File: src/rtl/rf_write_arbiter.sv
// Arbitrates the register-file write port between the write-back stage (A) and a
// buffered secondary writer (B). It also owns the registered output port.
module rf_write_arbiter #(
  parameter int DEPTH        = 4,
  parameter int STARVE_LIMIT = 8
) (
  input  logic                   clk,
  input  logic                   rst,
  input  logic                   wbRegWrite,
  input  logic                   wbOut,
  input  logic [2:0]             wbAddr,
  input  logic [15:0]            wbData,
  output logic                   wbStall,
  input  logic                   secValid,
  output logic                   secReady,
  input  logic [2:0]             secAddr,
  input  logic [15:0]            secData,
  output logic                   rfWriteEn,
  output logic [2:0]             rfWriteAddr,
  output logic [15:0]            rfWriteData,
  output logic [15:0]            outputPort,
  output logic                   outStrobe,
  output logic [$clog2(DEPTH):0] pendingCount
);

  localparam int PW = $clog2(DEPTH);
  localparam int AW = $clog2(STARVE_LIMIT + 1);

  logic [DEPTH-1:0] live_q;
  logic [2:0]       addr_q [DEPTH];
  logic [15:0]      data_q [DEPTH];
  logic [PW-1:0]    rd_ptr;
  logic [PW-1:0]    wr_ptr;
  logic [AW-1:0]    age;

  logic head_valid, head_live, a_req, force_b, grant_a, grant_b;
  logic pop, push, a_kill, head_kill;

  // B handshake: an entry transfers on a rising edge where secValid && secReady.
  // secReady depends only on current occupancy, so a full FIFO accepts nothing
  // even in a cycle that pops.
  assign secReady   = pendingCount < (PW + 1)'(DEPTH);
  assign push       = secValid && secReady;

  assign head_valid = pendingCount != '0;
  assign head_live  = head_valid && live_q[rd_ptr];
  assign a_req      = wbRegWrite || wbOut;
  assign force_b    = head_live && (age >= AW'(STARVE_LIMIT));
  assign grant_a    = a_req && !force_b;
  assign grant_b    = force_b || (head_live && !a_req);
  assign wbStall    = force_b && a_req;

  // A killed head leaves the queue silently, so pops also happen alongside A grants.
  assign pop        = head_valid && (grant_b || !head_live);
  assign a_kill     = grant_a && wbRegWrite;
  assign head_kill  = a_kill && head_live && (addr_q[rd_ptr] == wbAddr);

  always_ff @(posedge clk or negedge rst) begin
    if (!rst) begin
      live_q       <= '0;
      for (int i = 0; i < DEPTH; i++) begin
        addr_q[i] <= '0;
        data_q[i] <= '0;
      end
      rd_ptr       <= '0;
      wr_ptr       <= '0;
      pendingCount <= '0;
      age          <= '0;
      rfWriteEn    <= 1'b0;
      rfWriteAddr  <= '0;
      rfWriteData  <= '0;
      outputPort   <= '0;
      outStrobe    <= 1'b0;
    end else begin
      // A's data is newer than anything already queued for the same register.
      if (a_kill) begin
        for (int i = 0; i < DEPTH; i++) begin
          if (addr_q[i] == wbAddr) live_q[i] <= 1'b0;
        end
      end
      // Enqueue comes after the kill loop so a same-cycle entry stays live.
      if (push) begin
        live_q[wr_ptr] <= 1'b1;
        addr_q[wr_ptr] <= secAddr;
        data_q[wr_ptr] <= secData;
        wr_ptr         <= wr_ptr + PW'(1);
      end
      if (pop) rd_ptr <= rd_ptr + PW'(1);

      case ({push, pop})
        2'b10:   pendingCount <= pendingCount + 1'b1;
        2'b01:   pendingCount <= pendingCount - 1'b1;
        default: pendingCount <= pendingCount;
      endcase

      if (grant_b || !head_live || head_kill) age <= '0;
      else if (age < AW'(STARVE_LIMIT))       age <= age + 1'b1;

      rfWriteEn <= grant_b || a_kill;
      if (grant_b) begin
        rfWriteAddr <= addr_q[rd_ptr];
        rfWriteData <= data_q[rd_ptr];
      end else if (a_kill) begin
        rfWriteAddr <= wbAddr;
        rfWriteData <= wbData;
      end

      outStrobe <= grant_a && wbOut;
      if (grant_a && wbOut) outputPort <= wbData;
    end
  end

endmodule

File: config.mk
export PLATFORM = sky130hd
export DESIGN_NAME = rf_write_arbiter
export DESIGN_NICKNAME = d
export VERILOG_FILES = /design/src/rtl/rf_write_arbiter.sv
export SDC_FILE = /design/constraint.sdc
export NUM_CORES = 1
export LEC_CHECK = 0
export CORE_MARGIN = 2
export CORE_UTILIZATION = 28
export CTS_CLUSTER_SIZE = 8
export DETAILED_ROUTE_END_ITERATION = 6
export GPL_TIMING_DRIVEN = 0
export PLACE_DENSITY_LB_ADDON = 0.1
export SLEW_MARGIN = 30
export SYNTH_ARGS = -nofsm -noshare
export SYNTH_HDL_FRONTEND = slang
export SYNTH_SLANG_ARGS = --single-unit
File: constraint.sdc
create_clock -name clk -period 4.4 [get_ports clk]
set_clock_uncertainty 0.05 [all_clocks]
set_input_delay 0.44 -clock clk [delete_from_list [all_inputs] [get_ports clk]]
set_output_delay 0.44 -clock clk [all_outputs]
set_load 0.01 [all_outputs]
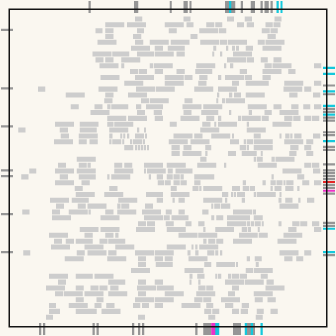
Fig. 1. Pin map (run 1).
Pins as bars across the die edge, other pins in gray.
[magenta] `rfWriteAddr` | pins: 3 | direction: output | edge: 2 bottom, 1 right
[red] `wbStall` | pins: 1 | direction: output | edge: right
[cyan] `outputPort` | pins: 16 | direction: output | edge: 8 right, 5 bottom, 3 top
all pins by edge: 31 right, 26 bottom, 21 top, 7 left
vertical die dimension: 147 µm
count of port buffers added during placement: 80
overall die width: 147 µm

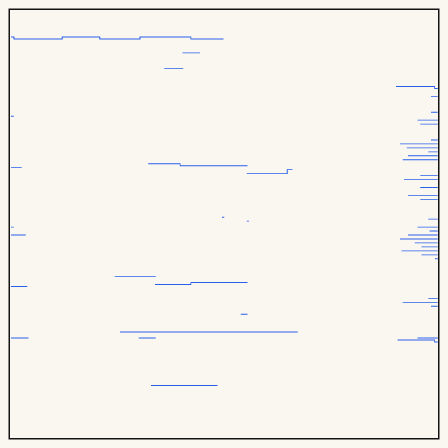
Fig. 2. The metal 3 layer (run 1).
share of all routed wire: 4.0%
main direction: horizontal
wire length on this layer: 520 µm
longest straight run: 60.7 µm
nets with wire on the layer: 41
global routing met3 resource utilization: 3.45%
routed vias: 3411
final wirelength: 13.1 mm

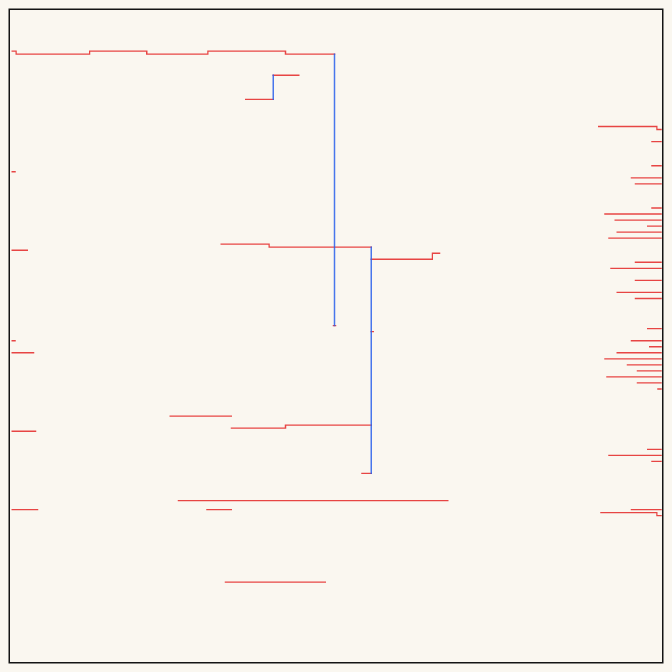
Fig. 3. Metal layers overlaid (run 1).
Only two layers are drawn.
[blue] met4 | wire length: 118 µm
[red] met3 | wire length: 520 µm
total global-route track usage: 12.9%
routed wirelength normalized by instance count: 16.8 µm

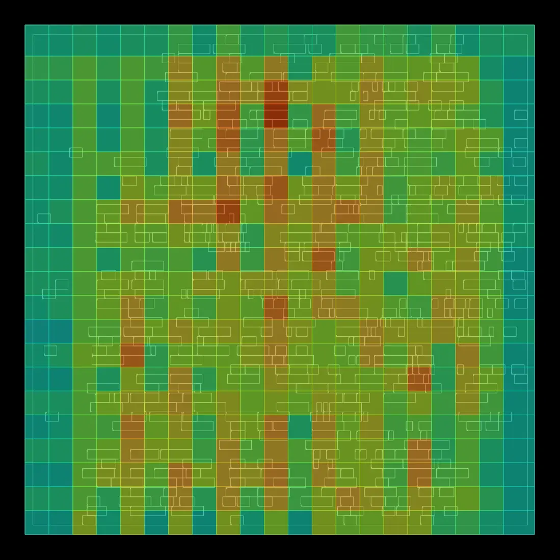
Fig. 4. Routing congestion (run 1).
Final Util: 37.0%
GRT Max-Usage Layer: met2

==> results.txt, run 1 <==
Implementation progress

The number of placement rows stands at 52. The average cell area after synthesis stands at approximately 14 µm². In the hold report, the worst path ends at rfWriteEn. The routing usage on met1 stands at between 10% and 20%. The multi-input gate area in the final layout stands at 2360 µm².

For this floorplan the total number of well-tap instances is 270. Of the total power, registers draw 38.0%. The number of buffers and inverters on the critical path stands at 1. After synthesis the cells add up to 5720 µm². Sorting the Yosys area breakdown by cell type puts at the top sky130_fd_sc_hd__dfrtp_1. The highest layer touched by signal routing is met4.

The count of state elements after synthesis stands at 128. The number of warnings reported in the stage logs is 31. The post-synthesis cell count stands at around 400. For the worst flop-to-flop path, the logic depth is 8.

The number of cells reported by Yosys stat comes to 395. The final hold slack stands at 0.258 ns. After detailed routing, the number of vias per cell comes to 4.38. The measured slew at the worst slew-check pin stands at around 0.82 ns. Setup repair after global routing left no endpoint under its margin. The largest stage delay on the critical path stands at 0.63 ns.

The post-CTS resize count stands at 0. After global routing the overflow that remains totals 0. The run finished with clean final reports. Summing the areas of all compound-gate instances in the mapped netlist gives 3.28% of the synthesized area. The arrival time at the worst endpoint stands at roughly 2.2 ns. The number of sequential cells reported for the layout is 128. After detailed routing, the number of remaining DRC violations is 0. Sequential cells make up between 40 and 50% of the cell area. The buffer count from post-CTS setup fixing stands at 0. The worst setup path is captured at an output pin. In the final report, the number of pins over their slew limit comes to 0. The repair_antennas step left the layout with diodes totalling 0.

The flip-flop and latch power stands at 2010 µW. The iteration count recorded for the first detailed-route pass is 4.
==> inputs of run 2 (changes only) <==
clock period = 2.4 ns   (was 4.4 ns; I/O delays follow)
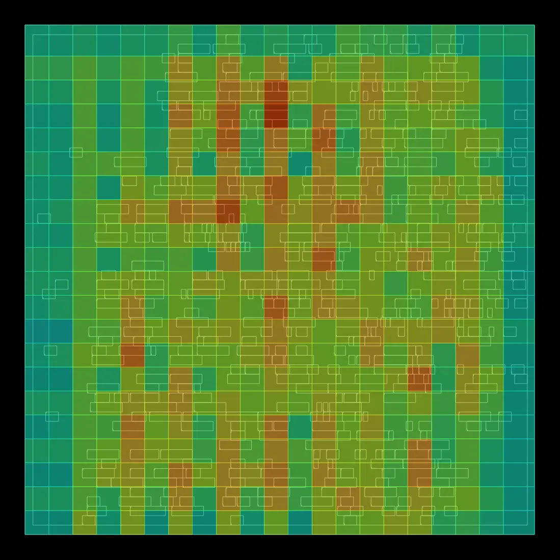
Fig. 5. Routing congestion (run 2).
met1 track utilization from global routing: 18.0%
Final Util: 37.2%
routed wirelength normalized by instance count: 16.7 µm
total global-route track usage: 12.9%

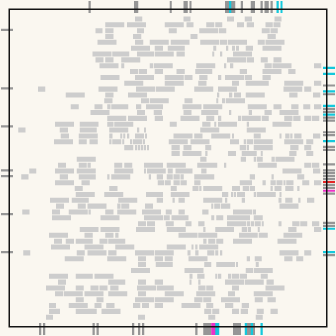
Fig. 6. Pin map (run 2).
Pins as bars across the die edge, other pins in gray.
[red] `wbStall` | pins: 1 | direction: output | edge: right
[cyan] `outputPort` | pins: 16 | direction: output | edge: 8 right, 5 bottom, 3 top
[magenta] `rfWriteAddr` | pins: 3 | direction: output | edge: 2 bottom, 1 right
all pins by edge: 31 right, 26 bottom, 21 top, 7 left

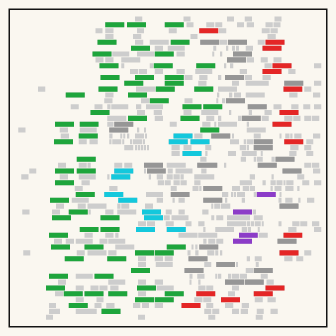
Fig. 7. Sequential cells colored by netlist name (run 2).
[cyan] `addr_q` | flops: 12 | where: center
[green] `data_q` | flops: 64
[purple] `age` | flops: 4
[red] `outputPort` | flops: 16
not colored: 32
area taken by flip-flops and latches: 3200 µm²
Power Sequential: 3670 µW
flop share of the area: 42.8%

==> results.txt, run 2 <==
Implementation progress

The synth_stat.txt file lists the number of cells as 395. The buffer count from post-CTS setup fixing stands at 2. The final hold slack stands at 0.0595 ns. The compound-cell area share of the yosys netlist stands at 3.28%.

The number of antenna diodes in the final layout is 0. The number of placement rows stands at 52. The worst setup path is launched from a flop. The power report lists the clock group at 2430 µW.

In this run the cell area of the synthesized design comes to 5720 µm². The part of the power in registers stands at 37.6%. For reference, the post-synthesis area per instance comes to 14.5 µm². Dividing the detail-routed via count by the number of cells gives 4.38.

Counting pins that exceed their max-slew limit in the final report gives 0. The run finished with clean final reports. The design received a total of 270 well taps at floorplan. met2 is the most crowded layer.

The chip area line of the yosys report stands at 5720 µm². STA classifies the critical path endpoint as an output pin. The number of flip-flops and latches stands at between 100 and 150.

The vertical die dimension stands at 147 µm. Looking at the hold checks, the worst path lands on rfWriteEn. The detail route stage leaves a number of antenna-violating nets equal to 0. The number of buffer cells added on primary ports stands at 80. The design draws 9770 µW. The met3 usage in global routing stands at 3.45%. The iteration count recorded for the first detailed-route pass is 6. By instance count after routing, the leading logic cell types are sky130_fd_sc_hd__dfrtp_1 (127), sky130_fd_sc_hd__mux2_2 (92), sky130_fd_sc_hd__clkdlybuf4s50_1 (79). The post-synthesis cell count stands at 395.

The length in cells of the worst reg-to-reg path stands at 8. The proportion of synthesized flip-flops having asynchronous set or reset stands at 100%. The arrival time of data at the worst endpoint is listed as ~2.0 ns. Signal routing reaches up to met4.

Counting flops and latches in the post-synthesis netlist gives roughly 130. Setup repair after global routing left no endpoint under its margin. The number of buffers and inverters on the critical path stands at 1. sky130_fd_sc_hd__dfrtp_1 takes more of the synthesized area than any other cell. Along the worst hold path, the cell count comes to 3.

The floorplan die width stands at 147 µm. The total overflow left after global routing is 0. The routed layout reports a DRC error count of 0. Leaving out buffers and inverters, the combinational logic in the layout accounts for 2370 µm². In this run the tools logged warnings totalling 31.

The timing report gives the biggest stage delay along the critical path as 0.60 ns. In this run, post-CTS repair resized a total of 3 instances. The routed wire length stands at 13.1 mm.
==> inputs of run 3 (changes only) <==
PLACE_DENSITY_LB_ADDON = unset   (was 0.1)
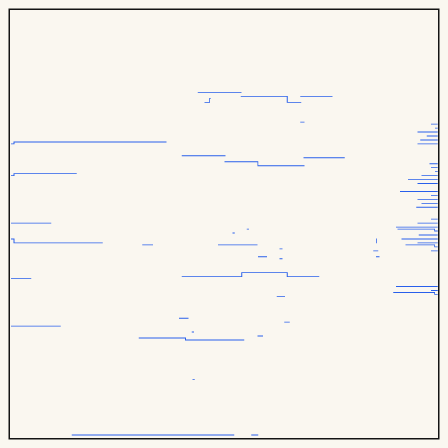
Fig. 8. The metal 3 layer (run 3).
global routing met3 resource utilization: 4.41%
final wirelength: 13.1 mm
routed vias: 3545

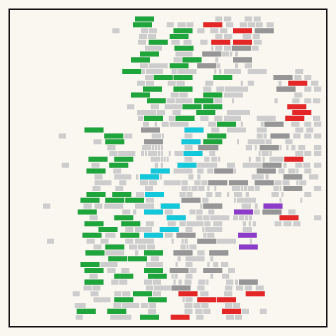
Fig. 9. Sequential cells colored by netlist name (run 3).
[purple] `age` | flops: 4
[cyan] `addr_q` | flops: 12 | where: center
[red] `outputPort` | flops: 16
[green] `data_q` | flops: 64
not colored: 32

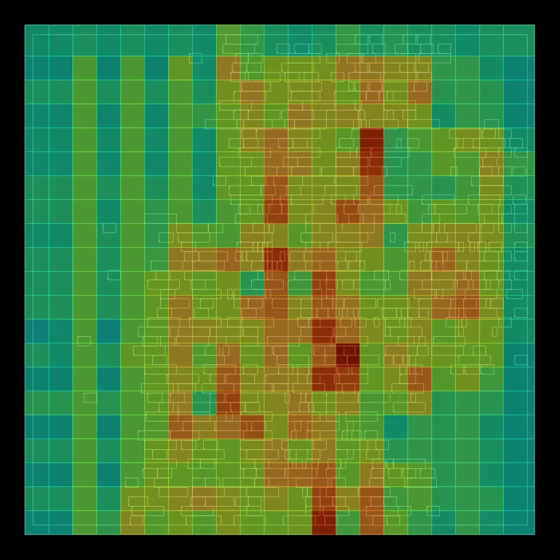
Fig. 10. Routing congestion (run 3).
Final Util: 37.4%
total global-route track usage: 13.1%

==> results.txt, run 3 <==
Implementation progress

The sequential cell area stands at 3200 µm². Measured along the x axis, the die boundary spans 147 µm. met2 is the most crowded layer. The remaining global-route overflow stands at 0. The worst register-to-register path depth is 8. The tapcell count stands at ~270. Per the Yosys statistics, synthesis produced around 400 cells. Hold analysis lists the worst path endpoint as rfWriteEn.

The timing report notes that buffer and inverter cells on the critical path total 1. The number of buffer cells added on primary ports stands at 80. The antenna diode count stands at 1.

The flow ran to the end, and the final reports show no timing, DRC or antenna violations. By instance count after routing, the leading logic cell types are sky130_fd_sc_hd__dfrtp_1 (127), sky130_fd_sc_hd__mux2_2 (92), sky130_fd_sc_hd__clkdlybuf4s50_1 (78). The synthesis stat section lists a flop and latch total of 128.

On the worst path, the slowest cell contributes a delay of between 0.6 and 0.7 ns. Routing resource usage on met1 recorded by global route was 15.7%. The post-synthesis cell count stands at 395.

The final layout contains a sequential cell count of 128. STA classifies the critical path endpoint as a flop. The chip area line of the yosys report stands at 5720 µm². The vertical die dimension reported for this design is 147 µm. The biggest area contributor in the post-synthesis netlist is sky130_fd_sc_hd__dfrtp_1. The total clock network power stands at 2550 µW.
Power figures rest on the tool's default switching activity, not on a simulated workload.
